**src/rtl/mux41_scan_ctrl_pkg.sv**
```systemverilog
// mux41_scan_pkg: shared types and constants for the 4:1 mux select sequencer.
//   state_e : scan FSM state (StIdle, StScan)
//   NUM_CH  : number of mux channels
//   SEL_W   : width of the mux select
package mux41_scan_pkg;

    localparam int unsigned NUM_CH = 4;
    localparam int unsigned SEL_W  = 2;

    typedef enum logic {
        StIdle,
        StScan
    } state_e;

endpackage

```
**src/rtl/mux41_scan_ctrl_if.sv**
```systemverilog
// mux41_scan_ctrl_if: request/select/sample bundle between a scan requester and the
// mux41_scan_ctrl sequencer.
//   start, mask, dwell : scan request and its configuration (master -> slave)
//   y_in               : mux output fed back (master -> slave)
//   s0, s1             : mux select lines (slave -> master)
//   busy, done, sample : scan status and captured bits (slave -> master)
interface mux41_scan_ctrl_if
    import mux41_scan_pkg::*;
#(
    parameter int unsigned DWELL_W = 4
);
    logic              start;
    logic [NUM_CH-1:0] mask;
    logic [DWELL_W-1:0] dwell;
    logic              y_in;
    logic              s0;
    logic              s1;
    logic              busy;
    logic              done;
    logic [NUM_CH-1:0] sample;

    modport master (
        output start, mask, dwell, y_in,
        input  s0, s1, busy, done, sample
    );

    modport slave (
        input  start, mask, dwell, y_in,
        output s0, s1, busy, done, sample
    );
endinterface

```
**src/rtl/mux41_scan_ctrl_next_ch.sv**
```systemverilog
// mux41_next_ch: combinational priority finder for the scan sequencer.
//   mask      : channel enables
//   cur       : current channel
//   cur_valid : 0 means "no current channel", so the lowest enabled channel is returned
//   next_ch   : lowest enabled channel above cur (0 when none)
//   last      : no enabled channel above cur (with cur_valid=0: mask is empty)
module mux41_next_ch
    import mux41_scan_pkg::*;
(
    input  logic [NUM_CH-1:0] mask,
    input  logic [SEL_W-1:0]  cur,
    input  logic              cur_valid,
    output logic [SEL_W-1:0]  next_ch,
    output logic              last
);

    always_comb begin
        next_ch = '0;
        last    = 1'b1;
        // Walk downwards so the lowest qualifying channel is the one left standing.
        for (int i = NUM_CH - 1; i >= 0; i--) begin
            if (mask[i] && (!cur_valid || (i > int'(cur)))) begin
                next_ch = SEL_W'(i);
                last    = 1'b0;
            end
        end
    end

endmodule

```
**src/rtl/mux41_scan_ctrl.sv**
```systemverilog
// mux41_scan_ctrl: drives the select lines of an external 4:1 mux through the enabled
// channels in ascending order, holding each for dwell+1 cycles, capturing the fed-back
// mux output into sample[ch] on the last hold edge, and pulsing done at scan end.
//   clk  : clock, rising edge
//   rst  : asynchronous active-high reset
//   bus  : mux41_scan_ctrl_if.slave (start/mask/dwell/y_in in; s0/s1/busy/done/sample out)
// Build option: define MUX41_SCAN_CONTINUOUS_EN to treat start as a run level and wrap
// back to the first enabled channel at each pass end while start is high.
module mux41_scan_ctrl
    import mux41_scan_pkg::*;
#(
    parameter int unsigned DWELL_W = 4
)(
    input logic clk,
    input logic rst,
    mux41_scan_ctrl_if.slave bus
);

    state_e             state_q;
    logic [NUM_CH-1:0]  mask_q;
    logic [DWELL_W-1:0] dwell_q;
    logic [DWELL_W-1:0] cnt_q;
    logic [SEL_W-1:0]   ch_q;
    logic               busy_q;
    logic               done_q;
    logic [NUM_CH-1:0]  sample_q;

    logic [SEL_W-1:0]   first_ch;
    logic               first_none;
    logic [SEL_W-1:0]   next_ch;
    logic               next_last;

    // First channel of the live request mask; first_none flags an empty mask.
    mux41_next_ch u_first (
        .mask      (bus.mask),
        .cur       ('0),
        .cur_valid (1'b0),
        .next_ch   (first_ch),
        .last      (first_none)
    );

    // Successor of the current channel within the latched mask.
    mux41_next_ch u_next (
        .mask      (mask_q),
        .cur       (ch_q),
        .cur_valid (1'b1),
        .next_ch   (next_ch),
        .last      (next_last)
    );

    always_ff @(posedge clk or posedge rst) begin
        if (rst) begin
            state_q  <= StIdle;
            mask_q   <= '0;
            dwell_q  <= '0;
            cnt_q    <= '0;
            ch_q     <= '0;
            busy_q   <= 1'b0;
            done_q   <= 1'b0;
            sample_q <= '0;
        end else begin
            done_q <= 1'b0;
            unique case (state_q)
                StIdle: begin
                    if (bus.start) begin
                        if (first_none) begin
                            done_q <= 1'b1;
                        end else begin
                            mask_q  <= bus.mask;
                            dwell_q <= bus.dwell;
                            ch_q    <= first_ch;
                            cnt_q   <= '0;
                            busy_q  <= 1'b1;
                            state_q <= StScan;
                        end
                    end
                end
                StScan: begin
                    if (cnt_q == dwell_q) begin
                        sample_q[ch_q] <= bus.y_in;
                        cnt_q          <= '0;
                        if (!next_last) begin
                            ch_q <= next_ch;
                        end else begin
                            done_q <= 1'b1;
`ifdef MUX41_SCAN_CONTINUOUS_EN
                            if (bus.start && !first_none) begin
                                mask_q  <= bus.mask;
                                dwell_q <= bus.dwell;
                                ch_q    <= first_ch;
                            end else begin
                                ch_q    <= '0;
                                busy_q  <= 1'b0;
                                state_q <= StIdle;
                            end
`else
                            ch_q    <= '0;
                            busy_q  <= 1'b0;
                            state_q <= StIdle;
`endif
                        end
                    end else begin
                        cnt_q <= cnt_q + 1'b1;
                    end
                end
                default: state_q <= StIdle;
            endcase
        end
    end

    assign bus.s0     = ch_q[0];
    assign bus.s1     = ch_q[1];
    assign bus.busy   = busy_q;
    assign bus.done   = done_q;
    assign bus.sample = sample_q;

endmodule
```
**src/flat_wrapper.sv**
```systemverilog
// flat-port wrapper written by rule: the top's interface ports become plain ports
module mux41_scan_ctrl_flat import mux41_scan_pkg::*;
#(
    parameter int unsigned DWELL_W = 4
)
  (clk, rst, bus_start, bus_mask, bus_dwell, bus_y_in, bus_s0, bus_s1, bus_busy, bus_done, bus_sample);
  mux41_scan_ctrl_if #(.DWELL_W(DWELL_W)) bus_i ();
  input logic clk;
  input logic rst;
  input wire logic [$bits(bus_i.start)-1:0] bus_start;
  input wire logic [$bits(bus_i.mask)-1:0] bus_mask;
  input wire logic [$bits(bus_i.dwell)-1:0] bus_dwell;
  input wire logic [$bits(bus_i.y_in)-1:0] bus_y_in;
  output wire logic [$bits(bus_i.s0)-1:0] bus_s0;
  output wire logic [$bits(bus_i.s1)-1:0] bus_s1;
  output wire logic [$bits(bus_i.busy)-1:0] bus_busy;
  output wire logic [$bits(bus_i.done)-1:0] bus_done;
  output wire logic [$bits(bus_i.sample)-1:0] bus_sample;
  assign bus_i.start = bus_start;
  assign bus_i.mask = bus_mask;
  assign bus_i.dwell = bus_dwell;
  assign bus_i.y_in = bus_y_in;
  assign bus_s0 = bus_i.s0;
  assign bus_s1 = bus_i.s1;
  assign bus_busy = bus_i.busy;
  assign bus_done = bus_i.done;
  assign bus_sample = bus_i.sample;
  mux41_scan_ctrl #(.DWELL_W(DWELL_W)) u_core (.clk(clk), .rst(rst), .bus(bus_i));
endmodule
```
**config.mk**
```make
export PLATFORM = sky130hd
export DESIGN_NAME = mux41_scan_ctrl_flat
export DESIGN_NICKNAME = d
export VERILOG_FILES = /design/src/rtl/mux41_scan_ctrl_pkg.sv /design/src/rtl/mux41_scan_ctrl_if.sv /design/src/rtl/mux41_scan_ctrl_next_ch.sv /design/src/rtl/mux41_scan_ctrl.sv /design/src/flat_wrapper.sv
export SDC_FILE = /design/constraint.sdc
export NUM_CORES = 1
export LEC_CHECK = 0
export CAP_MARGIN = 20
export CORE_ASPECT_RATIO = 1.25
export CORE_UTILIZATION = 45
export CTS_CLUSTER_DIAMETER = 150
export DETAILED_ROUTE_END_ITERATION = 8
export PLACE_DENSITY = 0.71
export SLEW_MARGIN = 20
export SYNTH_ARGS = -nofsm -noshare
export SYNTH_HDL_FRONTEND = slang
export SYNTH_SLANG_ARGS = --single-unit
```
**constraint.sdc**
```tcl
create_clock -name clk -period 1.9 [get_ports clk]
set_input_delay 0.285 -clock clk [delete_from_list [all_inputs] [get_ports clk]]
set_output_delay 0.285 -clock clk [all_outputs]
set_load 0.1 [all_outputs]
```
run_1/class_map.png
Fill, decap, tap and diode cells in gray.
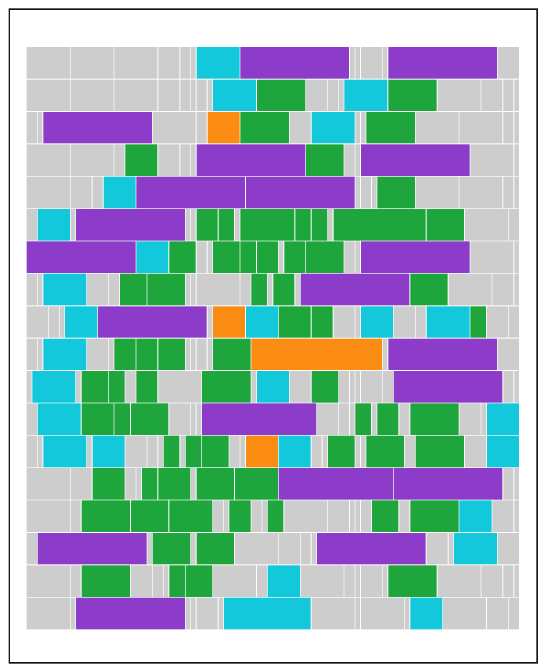
Cyan is remaining buffers and delay cells, cells 26, share of their area 18%. Green is remaining logic cells, cells 67, share of their area 38%. Purple is registers, cells 20, share of their area 39%. Orange is clock drivers and dummy loads, cells 4, share of their area 4.1%.

run_1/route_heat.png
Scale bar: 10 um. The die is cut into 9 by 11 equal tiles; dark blue is low, red is high, scaled to the fullest tile. Values are wire area over tile area, all layers added.
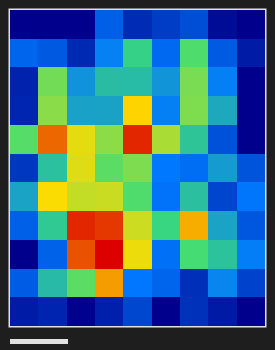
The fullest tile reaches 0.34. The emptiest ninth of the die: top left. The mean over all tiles is 0.12. 11% of the tiles are nearly empty. 29% of the tiles are over half the peak.
post-detailed-routing wire length: 1790 um
Tot GR Track Use: 0.180
routed length per placed instance: 13.1 um
routed via count: 755

run_1/m3.png
Scale bar: 10 um.
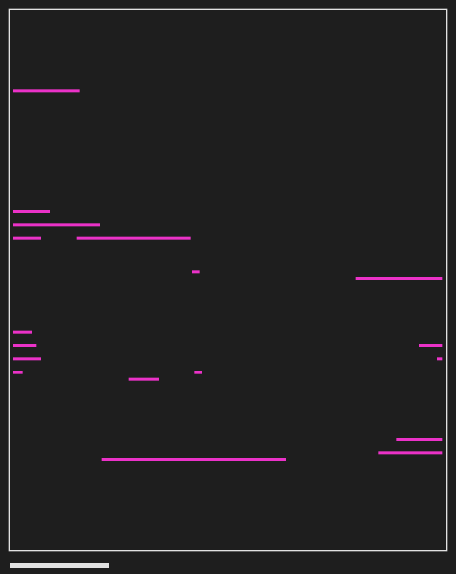
The layer carries 82.1 um of wire. 16 nets have wire on it. The longest straight run is 18.4 um. The layer holds 4.6% of the routed length.
global routing usage on met3: 0.0264

run_1/clock_nets.png
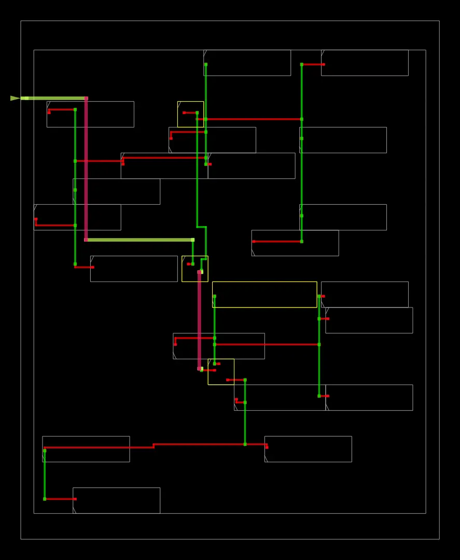
Sinks on Clock Net: 20
flop count: 20

==> impl_metrics.tcl, run 1 <==
# yosys + openroad results
set metrics [dict create \
    run_status "finished clean" \
    yosysWarningCount 0 \
    hold_buffer_count_at_cts 0 \
    postSynth.topFlopCell "dfrtp_1" \
    setup.reg_to_reg.worst_slack_ns 0.15 \
    bufAreaShareNonClock 0.180 \
    achievable-frequency_ghz 0.572 \
    place.port_buffers 19 \
    synth-seq-cells 20 \
    seq_area_sq_um 503 \
    timing.hold.worst.class "input port to async pin" \
    enable_flop_cells 0 \
    setup.worst_path.end "u_core.bus.sample[2]" \
    final-hold-violation-count 0 \
    n_all_inverters 5 \
    mux_share 0.144 \
    core_region_area_sq_um 2030 \
    post-route-util 0.646 \
    busiest_layer "met2" \
    area_fraction_in_full_adders_half_adders_and_majority_gates 0.0125 \
    critical_path.max_stage_delay_ns 0.49 \
    synth_cell_type_count 30 \
    postCtsResizedCells 0 \
    grtUsageMet2 0.297 \
    die_ht_um 54.8 \
    grtUsageMet1 0.226 \
    dieArea_sq_um 2420 \
    worst-slew-pin-transition_ns 0.460 \
    clk-insertion-delay-late_ns 0.30 \
    ys_sh_xor 0.0437 \
    cts-buffers-inserted 3 \
    path_max_fanout 7 \
    fraction_of_layout_instances_using_a_drive_strength_above_1 0.282 \
    cp.depth 4 \
    filler_cell_count 184 \
    ant_nets 0 \
    placementRows 18 \
    final_min_period_over_clock_period 0.921 \
    overflow 0 \
    detail_route.first_pass.iterations 6 \
    top_area_cell "dfrtp_1" \
    max-cap-violations 0 \
    logic_gates 62 \
    final_common_cell "dfrtp_1" \
    worst_setup_hold_path_clk_slew_ns 0.12 \
    buffers_excl_clock 26 \
    cts-root-to-sink-buffers 2 \
    dpl_worst_slack_ns -0.0148 \
    route.top_layer_used "met4" \
    synth_async_sr_flop_share 1.00 \
]
==> run 2: changes to the inputs <==
- TNS_END_PERCENT: not set -> 5
run_2/route_heat.png
Scale bar: 10 um. The die is cut into 9 by 11 equal tiles; dark blue is low, red is high, scaled to the fullest tile. Values are wire area over tile area, all layers added.
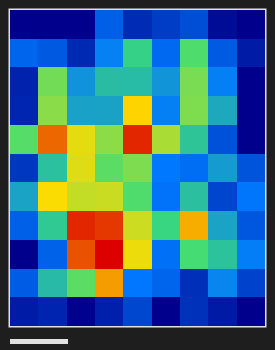
11% of the tiles are nearly empty. The mean over all tiles is 0.12. The emptiest ninth of the die: top left.

==> run 2 against run 1 <==
Setup slack is the same. Clock-buffer cell count is the same. Fmax is the same. Sequential cell count is the same. Sequential share of layout area is the same. Global-route usage is the same. Via count is the same. Clock skew is the same. Die size is the same. Worst hold slack is the same. Critical path type unchanged.
==> impl_metrics.tcl, run 2 <==
# yosys + openroad results
set metrics [dict create \
    run_status "finished clean" \
    worst_path_max_delay_cell "nor4_4" \
    grtUsageMet1 0.226 \
    worst-slew-pin-transition_ns 0.460 \
    max-cap-violations 0 \
    synth_cell_type_count 30 \
    finalInstanceArea_sq_um 1310 \
    post-route-util 0.646 \
    wl_um 1790 \
    path_max_fanout 7 \
    first_global_vias 773 \
    n_all_inverters 5 \
    placementRows 18 \
    bufAreaShareNonClock 0.180 \
    setup.reg_to_reg.worst_slack_ns 0.15 \
    achievable-frequency_ghz 0.572 \
    postCtsResizedCells 0 \
    hold_buffer_count_at_cts 0 \
    fraction_of_layout_instances_using_a_drive_strength_above_1 0.282 \
    numSequentialCells 20 \
    timing.hold.worst.class "input port to async pin" \
    top_area_cell "dfrtp_1" \
    critical_path.cell_chain "xor2_1 > nor4_4 > nand4_1 > mux2_1" \
    yosysCellCount 89 \
    critical_path.max_stage_delay_ns 0.49 \
    logic_gates 62 \
    post_synth_design_cell_area_sq_um 1000 \
    hpwlAfterDp_um 1370 \
    enable_flop_cells 0 \
    final-hold-violation-count 0 \
    cts-root-to-sink-buffers 2 \
    antenna_cells_inserted 0 \
    setup_fix_buffers_added_after_clock_tree_synthesis 0 \
    final_min_period_over_clock_period 0.921 \
    dr_total_vias 755 \
    setup_viol 0 \
    clock_sinks 20 \
    busiest_layer "met2" \
    timing.final.crit_period_ns 1.75 \
    route.detailed.wl_per_inst_um 13.1 \
    yosysWarningCount 0 \
    topCombFamilyByArea "simple AND/OR/NAND/NOR gates" \
    grtUsageMet2 0.297 \
    ant_nets 0 \
    synth-seq-cells 20 \
    ys_sh_xor 0.0437 \
    instances_no_fill 137 \
    die_ht_um 54.8 \
    setup.worst_path.end "u_core.bus.sample[2]" \
    wire_length_of_the_first_global_routing_pass_um 3180 \
    worst_setup_hold_path_clk_slew_ns 0.12 \
    seq_area_sq_um 503 \
    detail_route.first_pass.iterations 6 \
    buffers_excl_clock 26 \
    filler_cell_count 184 \
    area_fraction_in_full_adders_half_adders_and_majority_gates 0.0125 \
    area_dominant_class "sequential cells" \
    overflow 0 \
    finalClockSkew_ns 0.00542 \
    mux_share 0.144 \
    ys_sh_aoi 0.122 \
    crit_type "register to register" \
    postSynth.topFlopCell "dfrtp_1" \
    cts-buffers-inserted 3 \
    synth-area-yosys_sq_um 1000 \
    rsz_0062_raised_after_global_routing "no" \
    global_route.usage.total 0.180 \
    synth_async_sr_flop_share 1.00 \
    grtUsageMet3 0.0264 \
    place.port_buffers 19 \
    dpl_worst_slack_ns -0.0148 \
    dieArea_sq_um 2420 \
    core_region_area_sq_um 2030 \
    route.top_layer_used "met4" \
    cp.depth 4 \
    final_common_cell "dfrtp_1" \
    clk-insertion-delay-late_ns 0.30 \
    fin_nets 131 \
]
